### Track usage over the die

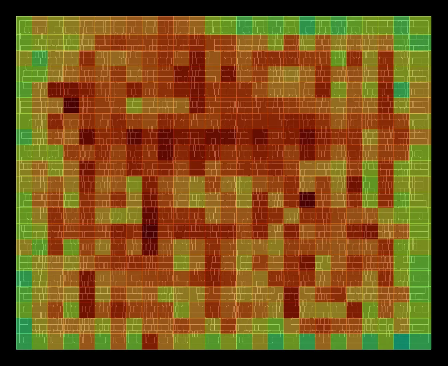
### Wiring by layer

Two of the layers only.
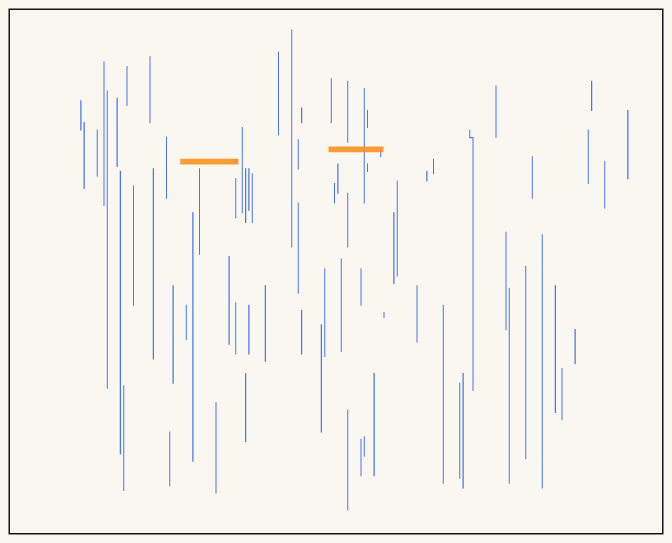
--- src/rtl/mdu_iter_if.sv ---
// mdu_iter_if: request/result handshake bundle between execute-stage control and the mdu
interface mdu_iter_if #(
   parameter int XLEN           = 32,
   parameter int XREG_ADDRWIDTH = 5
);
   logic                      valid_in;
   logic                      ready_out;
   logic [2:0]                func3_in;
   logic [XLEN-1:0]           rs1_in;
   logic [XLEN-1:0]           rs2_in;
   logic [XREG_ADDRWIDTH-1:0] rd_addr_in;
   logic                      flush_in;
   logic                      valid_out;
   logic                      ready_in;
   logic [XLEN-1:0]           rd_out;
   logic [XREG_ADDRWIDTH-1:0] rd_addr_out;
   logic                      busy_out;
   modport master (
      output valid_in, func3_in, rs1_in, rs2_in, rd_addr_in, flush_in, ready_in,
      input  ready_out, valid_out, rd_out, rd_addr_out, busy_out
   );
   modport slave (
      input  valid_in, func3_in, rs1_in, rs2_in, rd_addr_in, flush_in, ready_in,
      output ready_out, valid_out, rd_out, rd_addr_out, busy_out
   );
endinterface

--- src/rtl/mdu_iter.sv ---
// mdu_iter: iterative RV32M multiply/divide unit (shift-add multiply, restoring divide)
module mdu_iter #(
   parameter int XLEN           = 32,
   parameter int XREG_ADDRWIDTH = 5
) (
   input logic         clk,
   input logic         rst_n,
   mdu_iter_if.slave   bus
);
   localparam int CW = $clog2(XLEN);
   localparam logic [1:0] IDLE = 2'd0, CALC = 2'd1, FIX = 2'd2, DONE = 2'd3;
   localparam logic [XLEN-1:0] MIN_NEG = {1'b1, {(XLEN-1){1'b0}}};

   logic [1:0]                state_q, state_d;
   logic [CW-1:0]             cnt_q, cnt_d;
   logic [2:0]                func3_q, func3_d;
   logic [XREG_ADDRWIDTH-1:0] rd_addr_q, rd_addr_d;
   logic [XLEN-1:0]           b_q, b_d, rd_q, rd_d;
   logic [2*XLEN-1:0]         prod_q, prod_d;
   logic [XLEN:0]             rem_q, rem_d;
   logic                      neg_q, neg_d, rneg_q, rneg_d, valid_q, valid_d;

   logic                      accept, s1, s2, a_neg, b_neg, div0, ovf, special, ge;
   logic [XLEN-1:0]           a_mag, b_mag, spec_res, rem_fix, res;
   logic [XLEN:0]             msum, sub;
   logic [XLEN+1:0]           shifted;
   logic [2*XLEN-1:0]         prod_fix;

   assign bus.ready_out   = state_q == IDLE;
   assign bus.busy_out    = state_q != IDLE;
   assign bus.valid_out   = valid_q;
   assign bus.rd_out      = rd_q;
   assign bus.rd_addr_out = rd_addr_q;

   assign accept   = bus.valid_in & (state_q == IDLE) & ~bus.flush_in;
   assign s1       = (~bus.func3_in[2] & (bus.func3_in[1] ^ bus.func3_in[0])) | (bus.func3_in[2] & ~bus.func3_in[0]);
   assign s2       = (bus.func3_in == 3'b001) | (bus.func3_in[2] & ~bus.func3_in[0]);
   assign a_neg    = s1 & bus.rs1_in[XLEN-1];
   assign b_neg    = s2 & bus.rs2_in[XLEN-1];
   assign a_mag    = a_neg ? -bus.rs1_in : bus.rs1_in;
   assign b_mag    = b_neg ? -bus.rs2_in : bus.rs2_in;
   assign div0     = bus.func3_in[2] & (bus.rs2_in == '0);
   assign ovf      = bus.func3_in[2] & ~bus.func3_in[0] & (bus.rs1_in == MIN_NEG) & (bus.rs2_in == '1);
   assign special  = div0 | ovf;
   assign spec_res = div0 ? (bus.func3_in[1] ? bus.rs1_in : '1) : (bus.func3_in[1] ? '0 : bus.rs1_in);

   // multiply: conditional add into the high half, then shift the whole product right
   assign msum     = {1'b0, prod_q[2*XLEN-1:XLEN]} + (prod_q[0] ? {1'b0, b_q} : '0);
   // divide: dividend/quotient share the product low half, remainder gets the next dividend bit
   assign shifted  = {rem_q, prod_q[XLEN-1]};
   assign ge       = shifted >= {2'b00, b_q};
   assign sub      = shifted[XLEN:0] - {1'b0, b_q};

   assign prod_fix = neg_q ? -prod_q : prod_q;
   assign rem_fix  = rneg_q ? -rem_q[XLEN-1:0] : rem_q[XLEN-1:0];
   assign res      = func3_q[2] ? (func3_q[1] ? rem_fix : prod_fix[XLEN-1:0])
                               : ((func3_q[1:0] == 2'b00) ? prod_fix[XLEN-1:0] : prod_fix[2*XLEN-1:XLEN]);

   always_comb begin
      state_d   = state_q;
      cnt_d     = cnt_q;
      func3_d   = func3_q;
      rd_addr_d = rd_addr_q;
      b_d       = b_q;
      rd_d      = rd_q;
      prod_d    = prod_q;
      rem_d     = rem_q;
      neg_d     = neg_q;
      rneg_d    = rneg_q;
      valid_d   = valid_q;
      case (state_q)
         IDLE: if (accept) begin
            func3_d   = bus.func3_in;
            rd_addr_d = bus.rd_addr_in;
            b_d       = b_mag;
            prod_d    = {{XLEN{1'b0}}, a_mag};
            rem_d     = '0;
            neg_d     = a_neg ^ b_neg;
            rneg_d    = a_neg;
            cnt_d     = CW'(XLEN-1);
            state_d   = special ? DONE : CALC;
            valid_d   = special;
            rd_d      = special ? spec_res : rd_q;
         end
         CALC: begin
            prod_d  = func3_q[2] ? {prod_q[2*XLEN-1:XLEN], prod_q[XLEN-2:0], ge} : {msum, prod_q[XLEN-1:1]};
            rem_d   = func3_q[2] ? (ge ? sub : shifted[XLEN:0]) : rem_q;
            state_d = (cnt_q == '0) ? FIX : CALC;
            cnt_d   = (cnt_q == '0) ? cnt_q : cnt_q - CW'(1);
         end
         FIX: begin
            rd_d    = res;
            valid_d = 1'b1;
            state_d = DONE;
         end
         default: if (bus.ready_in) begin
            state_d = IDLE;
            valid_d = 1'b0;
         end
      endcase
      if (bus.flush_in) begin
         state_d = IDLE;
         valid_d = 1'b0;
         cnt_d   = '0;
      end
   end

   always_ff @(posedge clk or negedge rst_n)
      if (!rst_n) begin
         state_q   <= IDLE;
         cnt_q     <= '0;
         func3_q   <= '0;
         rd_addr_q <= '0;
         b_q       <= '0;
         rd_q      <= '0;
         prod_q    <= '0;
         rem_q     <= '0;
         neg_q     <= 1'b0;
         rneg_q    <= 1'b0;
         valid_q   <= 1'b0;
      end else begin
         state_q   <= state_d;
         cnt_q     <= cnt_d;
         func3_q   <= func3_d;
         rd_addr_q <= rd_addr_d;
         b_q       <= b_d;
         rd_q      <= rd_d;
         prod_q    <= prod_d;
         rem_q     <= rem_d;
         neg_q     <= neg_d;
         rneg_q    <= rneg_d;
         valid_q   <= valid_d;
      end
endmodule

--- src/flat_wrapper.sv ---
// flat-port wrapper written by rule: the top's interface ports become plain ports
module mdu_iter_flat 
#(
   parameter int XLEN           = 32,
   parameter int XREG_ADDRWIDTH = 5
)
  (clk, rst_n, bus_valid_in, bus_func3_in, bus_rs1_in, bus_rs2_in, bus_rd_addr_in, bus_flush_in, bus_ready_in, bus_ready_out, bus_valid_out, bus_rd_out, bus_rd_addr_out, bus_busy_out);
  mdu_iter_if #(.XLEN(XLEN), .XREG_ADDRWIDTH(XREG_ADDRWIDTH)) bus_i ();
  input logic clk;
  input logic rst_n;
  input wire logic [$bits(bus_i.valid_in)-1:0] bus_valid_in;
  input wire logic [$bits(bus_i.func3_in)-1:0] bus_func3_in;
  input wire logic [$bits(bus_i.rs1_in)-1:0] bus_rs1_in;
  input wire logic [$bits(bus_i.rs2_in)-1:0] bus_rs2_in;
  input wire logic [$bits(bus_i.rd_addr_in)-1:0] bus_rd_addr_in;
  input wire logic [$bits(bus_i.flush_in)-1:0] bus_flush_in;
  input wire logic [$bits(bus_i.ready_in)-1:0] bus_ready_in;
  output wire logic [$bits(bus_i.ready_out)-1:0] bus_ready_out;
  output wire logic [$bits(bus_i.valid_out)-1:0] bus_valid_out;
  output wire logic [$bits(bus_i.rd_out)-1:0] bus_rd_out;
  output wire logic [$bits(bus_i.rd_addr_out)-1:0] bus_rd_addr_out;
  output wire logic [$bits(bus_i.busy_out)-1:0] bus_busy_out;
  assign bus_i.valid_in = bus_valid_in;
  assign bus_i.func3_in = bus_func3_in;
  assign bus_i.rs1_in = bus_rs1_in;
  assign bus_i.rs2_in = bus_rs2_in;
  assign bus_i.rd_addr_in = bus_rd_addr_in;
  assign bus_i.flush_in = bus_flush_in;
  assign bus_i.ready_in = bus_ready_in;
  assign bus_ready_out = bus_i.ready_out;
  assign bus_valid_out = bus_i.valid_out;
  assign bus_rd_out = bus_i.rd_out;
  assign bus_rd_addr_out = bus_i.rd_addr_out;
  assign bus_busy_out = bus_i.busy_out;
  mdu_iter #(.XLEN(XLEN), .XREG_ADDRWIDTH(XREG_ADDRWIDTH)) u_core (.clk(clk), .rst_n(rst_n), .bus(bus_i));
endmodule
--- config.mk ---
export PLATFORM = sky130hd
export DESIGN_NAME = mdu_iter_flat
export DESIGN_NICKNAME = d
export VERILOG_FILES = /design/src/rtl/mdu_iter_if.sv /design/src/rtl/mdu_iter.sv /design/src/flat_wrapper.sv
export SDC_FILE = /design/constraint.sdc
export NUM_CORES = 1
export LEC_CHECK = 0
export CORE_ASPECT_RATIO = 0.8
export CORE_UTILIZATION = 61
export CTS_CLUSTER_DIAMETER = 200
export DETAILED_ROUTE_END_ITERATION = 7
export PLACE_DENSITY = 0.83
export SLEW_MARGIN = 15
export SYNTH_ARGS = -nofsm -noshare
export SYNTH_HDL_FRONTEND = slang
export SYNTH_SLANG_ARGS = --single-unit
--- constraint.sdc ---
create_clock -name clk -period 3.85 [get_ports clk]
set_input_delay 0.5775 -clock clk [delete_from_list [all_inputs] [get_ports clk]]
set_output_delay 0.5775 -clock clk [all_outputs]
set_load 0.02 [all_outputs]
==> Slide: Implementation Results <==
Synthesis and Place & Route Summary

Outcome
  – Outcome: completed

Hold path
  – Hold Path Class: input port to async pin

CTS
  – CTS root buf: clkbuf_16
  – H-Tree Depth: 4
  – Clock sink total: 179
  – Hold buffer count at cts: 0
  – Postcts setup bufs: 0
  – Worst-path clk slew: 0.08 ns
  – Worst-skew pair later-pin latency: 0.46 ns
  – Max clock buf depth: 2
  – Cts repair resizes: 0
  – CTS tree: built

Synth
  – Mean Syn Cell Area: 7.77 um^2
  – Synth area leader: dfrtp_1
  – Yosys chip area: about 16,000 um^2
  – Count leader, synth: nand2_1
  – Max-area cell share: 28.3%
  – Synth Warn #: 0
  – Aoi share: 25.8%
  – Ys flops: 179
  – Synthesized netlist cell count: between 2,000 and 2,500
  – Logic family by area: AND-OR/OR-AND gates
  – Yosys simple share: 20.6%
  – Netlist Area Pre-Place: approximately 16,000 um^2
  – XOR Share, Synth: approximately a tenth
  – Post-Syn Nets: 2,187
  – Seq share, synth: 28.3%
  – Yosys cell count: between 2,000 and 2,500
  – Top area cell types: dfrtp_1 28%, o21ai_0 6.8%, nand2_1 5.8%
  – Post-synthesis mux area share: under 10%
  – EDFF count, synth: 0
  – Async SR Flop Fraction: 100%
  – Fa+ha+maj area frac: under 10%
  – Commonest flop: dfrtp_1

Worst setup path
  – Crit path DAT: 3.94 ns
  – Instance count on the critical path: 12
  – CP top delay family: AND-OR/OR-AND gates
  – CP cell instances: clkinv_1, buf_4, nor2_1, ha_1, a311o_1, a21o_1, a221o_1, o2bb2ai_1, a311o_1, a21oi_1, nand2b_1, a32o_1
  – Worst reg2reg setup slack: ~0.26 ns
  – Critical path launch point type: flip-flop
  – Critical Setup Path Class: flip-flop to flip-flop
  – R2R Path End: u_core.prod_q[61]
  – CP endpoint kind: flip-flop
  – Most frequent CP cell: a311o_1
  – Worst R2R Path Depth: 12
  – Buf/Inv on CP: 2
  – Worst path max stage delay: 0.44 ns
  – Critical Path End: u_core.prod_q[61]
  – Origin of the worst setup path: u_core.prod_q[0]
  – Peak fanout along the critical path: 21

Timing
  – Max Fclk: 278 MHz
  – Fin Setup TNS: 0 ns
  – Worst hold margin: 0.152 ns
  – Worst relative slew slack: between 20% and 30%
  – Fin crit period: 3.59 ns
  – Worst slew pin tran: 1.08 ns
  – RSZ-0062 raised after global routing: no
  – Hold Vio Cnt, Final: 0
  – Clock skew: between 0.015 and 0.02 ns
  – Pins Over Slew Limit: 0
  – Final setup margin: 0.258 ns
  – Final Setup Violations: 0

Cells and area
  – Inverters: 71
  – CLK BUF: 18
  – Fill cells: 2,022
  – Flop count: 179
  – Fin nets: 2,308
  – Top cell category: logic gates
  – Top cells excl fill/tap: 242 x nand2_1, 215 x o21ai_0, 177 x dfrtp_1, 163 x nor2_1, 133 x a21oi_1
  – Non-clock buffer share: 11.3%
  – Fin cells: around 2,500
  – Logic share of the area: 57.6%
  – Regs by FF count: u_core.prod_q: 64 flops, u_core.rem_q: 33 flops
  – Share of cells above drive strength 1: under 10%
  – Number of logic gates: around 1,700
  – Final core utilization: 72.6%
  – Most numerous logic cell after layout: nand2_1
  – Buffers, non-clock: approximately 230
  – Top reg by flops: u_core.prod_q
  – FF+latch area: 4480 um^2
  – Clock-cell share: 3.13%
  – Seq/total area: 24.3%
  – Antenna diodes: 1
  – Final Cell Area: about 18,000 um^2

Routing
  – Top layer in use: met5
  – Final antenna-violating net count: 0
  – Avg Vias per Cell: 6.91
  – Routed met1 length: ~25,000 um
  – Met3 WL: 8860 um
  – DRT Wirelength: 60,600 um

Place
  – Placement Cell Area: about 18,000 um^2
  – Pre-CTS setup slack: about 0.073 ns
  – HPWL Detailed: about 46,000 um
  – Cells after DPL: 2,462

Power and ir drop
  – Clk pwr share: 13.4%
  – Power share of the combinational group: 59.8%
  – IR drop worst, VDD: 0.000437 V
  – Share of power burned in registers: 26.9%
  – Seq group: 0.00360 W
  – Clk power: approximately 0.0018 W
  – Top Consumer: combinational cells
  – Internal: 0.00654 W
  – Leak: roughly 7.8 nW
  – Combinational power: 0.00800 W
  – Sw frac: between 50 and 60%
  – Pwr Total: ~0.013 W

Floorplan
  – Boundary Pins: 117
  – Initial Util: approximately 62%
  – Core area: 25,400 um^2
  – Die height: 146 um
  – FP Rows: ~52
  – Tapcells: 324
  – Die x size: ~180 um

GRT
  – Number of global-route vias before repair: ~16,000
  – First-pass GRT wire length: ~90,000 um
  – Met2 usage in global routing: 63.6%
  – Total grt overflow: 0
  – Initial antenna violation count: 4
  – M1 GR Usage: about 63%

Job
  – Tool warnings: 28
  – Total of max-cap violations: 0
About 'Track usage over the die':
M3 GR Usage: 17.4%
busiest layer in global routing: met2

About 'Wiring by layer':
blue -> met4  # wire length 1,750 um
orange -> met5  # wire length 28.5 um
Vias: 17,200
GRT Resource Usage Total: 44.9%
Avg WL per Cell: 24.3 um

Power figures rest on the tool's default switching activity, not on a simulated workload.
